**Run 1: cell classes on the final placement**

Scale bar: 20 um.
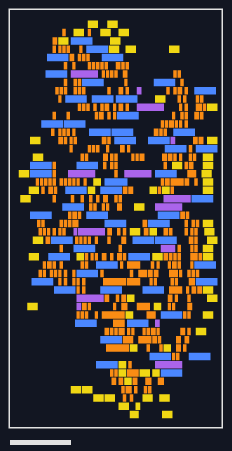
**Run 1: clock wires, drivers and flops**

Scale bar: 20 um.
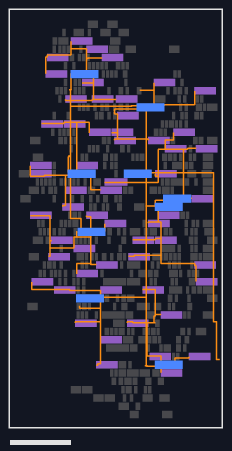
**Run 1: selected gate families**

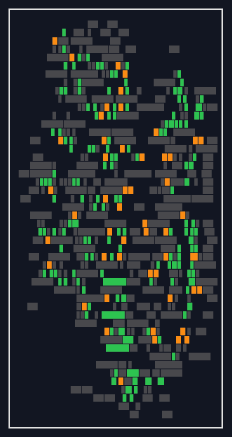
<file path="src/rtl/demux_route_ctrl.sv">
// Routes one input stream into two channels, each buffered by a 2-entry FIFO,
// either steered by in_dst or alternating ping-pong; counts words delivered per channel.
`timescale 1ns/1ps

module demux_route_ctrl #(
    parameter int WIDTH = 8
) (
    input  logic             clk,
    input  logic             rst,
    input  logic             mode,
    input  logic             in_valid,
    output logic             in_ready,
    input  logic [WIDTH-1:0] in_data,
    input  logic             in_dst,
    output logic             out0_valid,
    output logic             out1_valid,
    input  logic             out0_ready,
    input  logic             out1_ready,
    output logic [WIDTH-1:0] out0_data,
    output logic [WIDTH-1:0] out1_data,
    output logic [7:0]       cnt0,
    output logic [7:0]       cnt1,
    input  logic             cnt_clr
);

    logic [1:0][1:0][WIDTH-1:0] mem;
    logic [1:0]                 wp;
    logic [1:0]                 rp;
    logic [1:0][1:0]            count;
    logic                       rr;
    logic                       sel;
    logic                       accept;
    logic [1:0]                 full;
    logic [1:0]                 push;
    logic [1:0]                 pop;
    logic [1:0]                 chan_ready;
    logic [1:0][7:0]            cnt;

    assign chan_ready = {out1_ready, out0_ready};

    // A full FIFO never accepts, even if it drains this same cycle.
    always_comb begin
        sel      = mode ? rr : in_dst;
        full     = '0;
        push     = '0;
        pop      = '0;
        for (int n = 0; n < 2; n++) begin
            full[n] = (count[n] == 2'd2);
            pop[n]  = (count[n] != 2'd0) && chan_ready[n];
        end
        in_ready = !full[sel];
        accept   = in_valid && in_ready;
        push[sel] = accept;
    end

    always_ff @(posedge clk) begin
        if (rst) begin
            mem   <= '0;
            wp    <= '0;
            rp    <= '0;
            count <= '0;
            rr    <= 1'b0;
            cnt   <= '0;
        end else begin
            for (int n = 0; n < 2; n++) begin
                if (push[n]) begin
                    mem[n][wp[n]] <= in_data;
                    wp[n]         <= ~wp[n];
                end
                if (pop[n]) begin
                    rp[n] <= ~rp[n];
                end
                count[n] <= count[n] + 2'(push[n]) - 2'(pop[n]);
                // Clear wins over a same-cycle delivery.
                if (cnt_clr) begin
                    cnt[n] <= 8'd0;
                end else if (pop[n]) begin
                    cnt[n] <= cnt[n] + 8'd1;
                end
            end
            if (accept && mode) begin
                rr <= ~rr;
            end
        end
    end

    assign out0_valid = (count[0] != 2'd0);
    assign out1_valid = (count[1] != 2'd0);
    assign out0_data  = mem[0][rp[0]];
    assign out1_data  = mem[1][rp[1]];
    assign cnt0       = cnt[0];
    assign cnt1       = cnt[1];

endmodule
</file>
<file path="config.mk">
export PLATFORM = sky130hd
export DESIGN_NAME = demux_route_ctrl
export DESIGN_NICKNAME = d
export VERILOG_FILES = /design/src/rtl/demux_route_ctrl.sv
export SDC_FILE = /design/constraint.sdc
export NUM_CORES = 1
export LEC_CHECK = 0
export ABC_AREA = 1
export CAP_MARGIN = 20
export CORE_ASPECT_RATIO = 2
export CORE_UTILIZATION = 30
export DETAILED_ROUTE_END_ITERATION = 16
export GPL_TIMING_DRIVEN = 1
export HOLD_SLACK_MARGIN = 0.12
export SYNTH_ARGS = -nofsm -noshare
export SYNTH_HDL_FRONTEND = slang
export SYNTH_SLANG_ARGS = --single-unit
</file>
<file path="constraint.sdc">
create_clock -name clk -period 2.8 [get_ports clk]
set_clock_uncertainty 0.2 [all_clocks]
set_input_delay 0.84 -clock clk [delete_from_list [all_inputs] [get_ports clk]]
set_output_delay 0.84 -clock clk [all_outputs]
set_load 0.01 [all_outputs]
</file>
==> run_results.csv, run 1 <==
group,metric,value,unit
detailed_routing,wl_met3,201,um
run_status,status,"finished clean",
final_layout,largest_reg_flops,32,
yosys,logic_family,"simple AND/OR/NAND/NOR gates",
global_route,antenna_found_initial,0,
die,chipArea,9470,um^2
yosys,synth.avg_cell_area,6.69,um^2
yosys,synth-seq-cells,57,
setup_path,reg2regPathDepth,9,
detailed_routing,dr.pass1.iters,4,
power_and_ir_drop,seq_cell_power,0.000969,W
cts,clock-sinks,57,
setup_path,r2r-start,"count[0]$_SDFF_PP0_",
power_and_ir_drop,internal_power,0.00185,W
power_and_ir_drop,combinationalPower,0.000760,W
power_and_ir_drop,power_switching,0.000840,W
setup_path,critical-path-max-stage-delay,470,ps
setup_path,cp.arrival,1700,ps
yosys,syn_area,2720,um^2
yosys,compound_area_share,9.48,%
global_route,use_met3,2.72,%
cts,htreeDepth,3,
die,core-area,8710,um^2
setup_path,worstPathCellList,"clkdlybuf4s50_1, nand2_2, nand2_4, nand2_1, nand2_1, buf_2",
place,place_congestion,0.799,
yosys,syn_inst,406,
setup_path,critPathLaunchType,"input pin",
yosys,synth.largest_area_cell,"dfxtp_1",
yosys,synth.area.top_cells,"dfxtp_1, nand2_1, nor2_1, inv_1, o21ai_0",
place,placedInstanceArea,3390,um^2
setup_path,required,1760,ps
cts,cts-root-buf,"clkbuf_16",
die,fp_util,31.2,%
yosys,yosys_warnings,0,
die,rows,48,
yosys,ys_cells,406,
global_route,gr-max-usage-layer,"met2",
yosys,fa_ha_area_share,2.76,%
place,dp_cells,559,
place,numPortBuffers,50,
global_route,overflow,0,
cts,cts_buffer_depth,2,
die,io-pin-count,51,
place,place_ws,-439,ps
worst_hold_path,hold_depth,2,
final_timing,tns,0,ps
setup_path,cpMaxStageDelayCell,"clkdlybuf4s50_1",
yosys,ys_types,24,
run,cap_violations,0,
yosys,edf_count,0,
yosys,ys_sh_xor,1.29,%
final_timing,slew_headroom,73.9,%
global_route,grt_pass1_wl,10800,um
yosys,ys_area,2720,um^2
cts,cts-hold-fix-buffers,0,
power_and_ir_drop,combPwrFrac,28.2,%
setup_path,crit_family,"buffers and inverters",
setup_path,crit_buf_inv,2,
detailed_routing,m1WireLength,2550,um
detailed_routing,drc,0,
run,warnings,26,
final_layout,fin_nets,492,
cts,numCtsBuffers,9,
global_route,grt_pass1_vias,2404,
yosys,floorplan.nets,428,
detailed_routing,detail-route-antenna-nets,0,
final_timing,slew_viol_final,0,
final_timing,holdWs,261,ps
power_and_ir_drop,p_per_area,738,nW/um^2
power_and_ir_drop,power_leader,"sequential cells",
setup_path,path_class,"in2out",
detailed_routing,drtIter0Drc,114,
detailed_routing,drt-total-wl,6340,um
detailed_routing,met2_wirelength,3400,um
yosys,top_cell,"nand2_1",
power_and_ir_drop,switching_share,31.2,%
cts,postCtsSetupRepairBufs,0,
worst_hold_path,worstHoldStart,"mem[25]$_SDFFE_PP0P_",
final_timing,rsz0062_at_grt,"no",
final_timing,fin_crit_sh,97.8,%
yosys,async_flop_share,0,%
final_layout,fin_util,41.9,%
global_route,grtUsageMet2,27.0,%
yosys,synth_seq_share,42.0,%
About 'cell classes on the final placement':
legend:
  clock drivers and dummy loads:
    color: purple
    cells: 15
    share_of_their_area: 7.5%
  combinational and other logic:
    color: orange
    cells: 337
    share_of_their_area: 43%
  flops:
    color: blue
    cells: 57
    share_of_their_area: 32%
  other buffers and delay cells:
    color: yellow
    cells: 65
    share_of_their_area: 17%

About 'clock wires, drivers and flops':
legend:
  clock wires:
    color: orange
    length: 843 um
  flip-flops:
    color: purple
    count: 57
  clock drivers:
    color: blue
    count: 9
routed clock nets: 10
Clk. pwr: 0.000965 W
clk_lat worst skew: 330 ps
Clk network pwr share: 35.8%

About 'selected gate families':
legend:
  NAND gates:
    color: green
    cells: 150
    most_used: nand2_1
  inverting AOI/OAI gates:
    color: orange
    cells: 51
    most_used: o21ai_0
Top cell excl fill/tap: nand2_1
logic share of the area: 36.0%
Non-Filler Instances: 574

run 1: worst max path at each step:
stage | from | endpoint | slack (ps) | cells past startpoint
6_report | in_dst | in_ready | 60 | 6
5_1_grt | in_dst | in_ready | 10 | 6
4_1_cts | in_dst | in_ready | 60 | 6
3_5_place_dp | mode | in_ready | -440 | 6
3_3_place_gp | mode | in_ready | -410 | 6
2_1_floorplan | mode | count[1]$_SDFF_PP0_ | 490 | 10
run 1: layout make-up:
| cell class | count | share of cell area [%] |
|---|---|---|
| timing repair buffer | 65 | 16.6 |
| multi-input combinational | 285 | 36.0 |
| clock buffer | 11 | 6.65 |
| inverter | 52 | 5.42 |
| tap | 100 | 3.43 |
| clock inverter | 4 | 0.549 |
| sequential | 57 | 31.3 |
==> inputs of run 2 (changes only) <==
--- a/config.mk
+++ b/config.mk
@@ -12,6 +12,7 @@
 export DETAILED_ROUTE_END_ITERATION = 16
 export GPL_TIMING_DRIVEN = 1
 export HOLD_SLACK_MARGIN = 0.12
+export PLACE_DENSITY = 0.62
 export SYNTH_ARGS = -nofsm -noshare
 export SYNTH_HDL_FRONTEND = slang
 export SYNTH_SLANG_ARGS = --single-unit
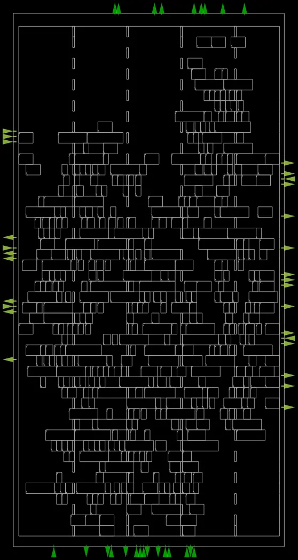
**Above:** run 2 (cell outlines without signal wires).
TAP cells: 100
sequential share of cell area: 31.3%
Rows: 48

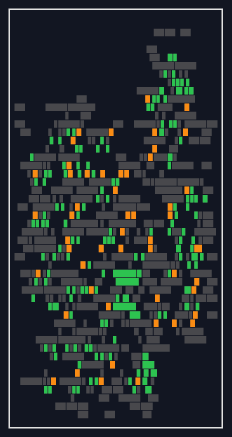
**Above:** run 2 (selected gate families).
legend:
  inverting AOI/OAI gates:
    color: orange
    cells: 51
    most_used: o21ai_0
  NAND gates:
    color: green
    cells: 150
    most_used: nand2_1
    where: widely spread
logic share of the area: 36.1%
Non-Filler Instances: 572

==> run_results.csv, run 2 <==
group,metric,value,unit
yosys,synth.area.top_cells,"dfxtp_1, nand2_1, nor2_1, inv_1, o21ai_0",
final_timing,fmax,0.364,GHz
final_layout,mostFrequentLayoutCell,"nand2_1",
power_and_ir_drop,internal_power,0.00188,W
yosys,synth.largest_area_cell,"dfxtp_1",
power_and_ir_drop,combPwrFrac,27.4,%
setup_path,cp.arrival,1700,ps
global_route,antenna_found_initial,0,
setup_path,cpMaxStageDelayCell,"clkdlybuf4s50_1",
power_and_ir_drop,seq_cell_power,0.000976,W
detailed_routing,detail-route-antenna-nets,0,
place,dp_cells,556,
worst_hold_path,hold_depth,2,
setup_path,reg2regPathDepth,9,
yosys,synth.avg_cell_area,6.69,um^2
yosys,syn_inst,406,
detailed_routing,wl_met3,197,um
setup_path,critPathLaunchType,"input pin",
yosys,synthTopCellsByCount,"nand2_1, nor2_1, dfxtp_1",
yosys,async_flop_share,0,%
final_timing,tns,0,ps
detailed_routing,m1WireLength,2470,um
yosys,ys_cells,406,
cts,cts_buffer_depth,2,
yosys,syn_area,2720,um^2
detailed_routing,drc,0,
setup_path,crit_buf_inv,2,
final_layout,mostFrequentLayoutCells,"nand2_1, nor2_1, dfxtp_1, inv_1, clkdlybuf4s50_1",
setup_path,setup.worst_path.end,"in_ready",
yosys,top_cell,"nand2_1",
place,place_ws,-478,ps
final_timing,slew_viol_final,0,
yosys,ys_sh_xor,1.29,%
yosys,yosys_warnings,0,
place,numPortBuffers,50,
cts,clock_latency,330,ps
power_and_ir_drop,p_per_area,747,nW/um^2
setup_path,path_class,"in2out",
final_layout,fin_util,41.9,%
place,place_congestion,0.775,
power_and_ir_drop,clockPowerShare,36.8,%
run,warnings,26,
final_timing,setup_viol,0,
setup_path,r2r-start,"count[0]$_SDFF_PP0_",
power_and_ir_drop,switching_share,30.9,%
power_and_ir_drop,combinationalPower,0.000747,W
die,io-pin-count,51,
run,cap_violations,0,
yosys,ys_types,24,
setup_path,cp.depth,6,
cts,numCtsBuffers,9,
cts,cts-root-buf,"clkbuf_16",
global_route,grt_pass1_wl,11200,um
final_timing,holdWs,265,ps
setup_path,required,1760,ps
detailed_routing,wl_per_cell,11.5,um
detailed_routing,met2_wirelength,3750,um
final_layout,fin_nets,489,
cts,htreeDepth,3,
yosys,ff_type,"dfxtp_1",
run_status,status,"finished clean",
yosys,logic_family,"simple AND/OR/NAND/NOR gates",
global_route,grt_pass1_vias,2508,
final_layout,largest_reg_flops,32,
final_timing,slew_headroom,74.7,%
die,fp_util,31.2,%
power_and_ir_drop,clock_net_power,0.00100,W
worst_hold_path,worstHoldStart,"mem[28]$_SDFFE_PP0P_",
final_timing,fin_crit_sh,98.0,%
final_timing,rsz0062_at_grt,"no",
yosys,compound_area_share,9.48,%
yosys,fa_ha_area_share,2.76,%
yosys,synth_seq_share,42.0,%
setup_path,worstPathCellList,"clkdlybuf4s50_1, nand2_2, nand2_4, nand2_1, nand2_2, buf_6",
cts,postCtsSetupRepairBufs,0,
setup_path,critical-path-max-stage-delay,470,ps
final_timing,min_period,2740,ps
cts,clock-sinks,57,
setup_path,crit_family,"buffers and inverters",
setup_path,crit_start,"in_dst",
yosys,synth-seq-cells,57,
global_route,overflow,0,
detailed_routing,drt-total-wl,6590,um
yosys,edf_count,0,
detailed_routing,drtIter0Drc,103,
## run 2: cell counts after synthesis
Identical to the previous run, type by type.
## run 2: per-layer routing
| layer | GRT usage (%) | vias up |
|---|---|---|
| met3 | 3.02 | 11 |
| li1 | - | 1366 |
| met4 | 9.07 | 0 |
| met5 | 0 | - |
| met2 | 30.5 | 46 |
| met1 | 13.8 | 1199 |
## run 2: layout make-up
class / count / share of cell area [%]
clock buffer: 13 / 7.13
clock inverter: 3 / 0.412
inverter: 52 / 5.42
multi-input combinational: 285 / 36.1
sequential: 57 / 31.3
tap: 100 / 3.43
timing repair buffer: 62 / 16.2
## run 2: repair_timing
action                                 4_1_cts  5_1_grt
gates resized                                8        1
endpoints found under the hold margin        0        0
hold buffers                                 0        0
gates cloned                                 0        0
setup endpoints to repair                    7        1
pin swaps                                    1        0
Power figures rest on the tool's default switching activity, not on a simulated workload.
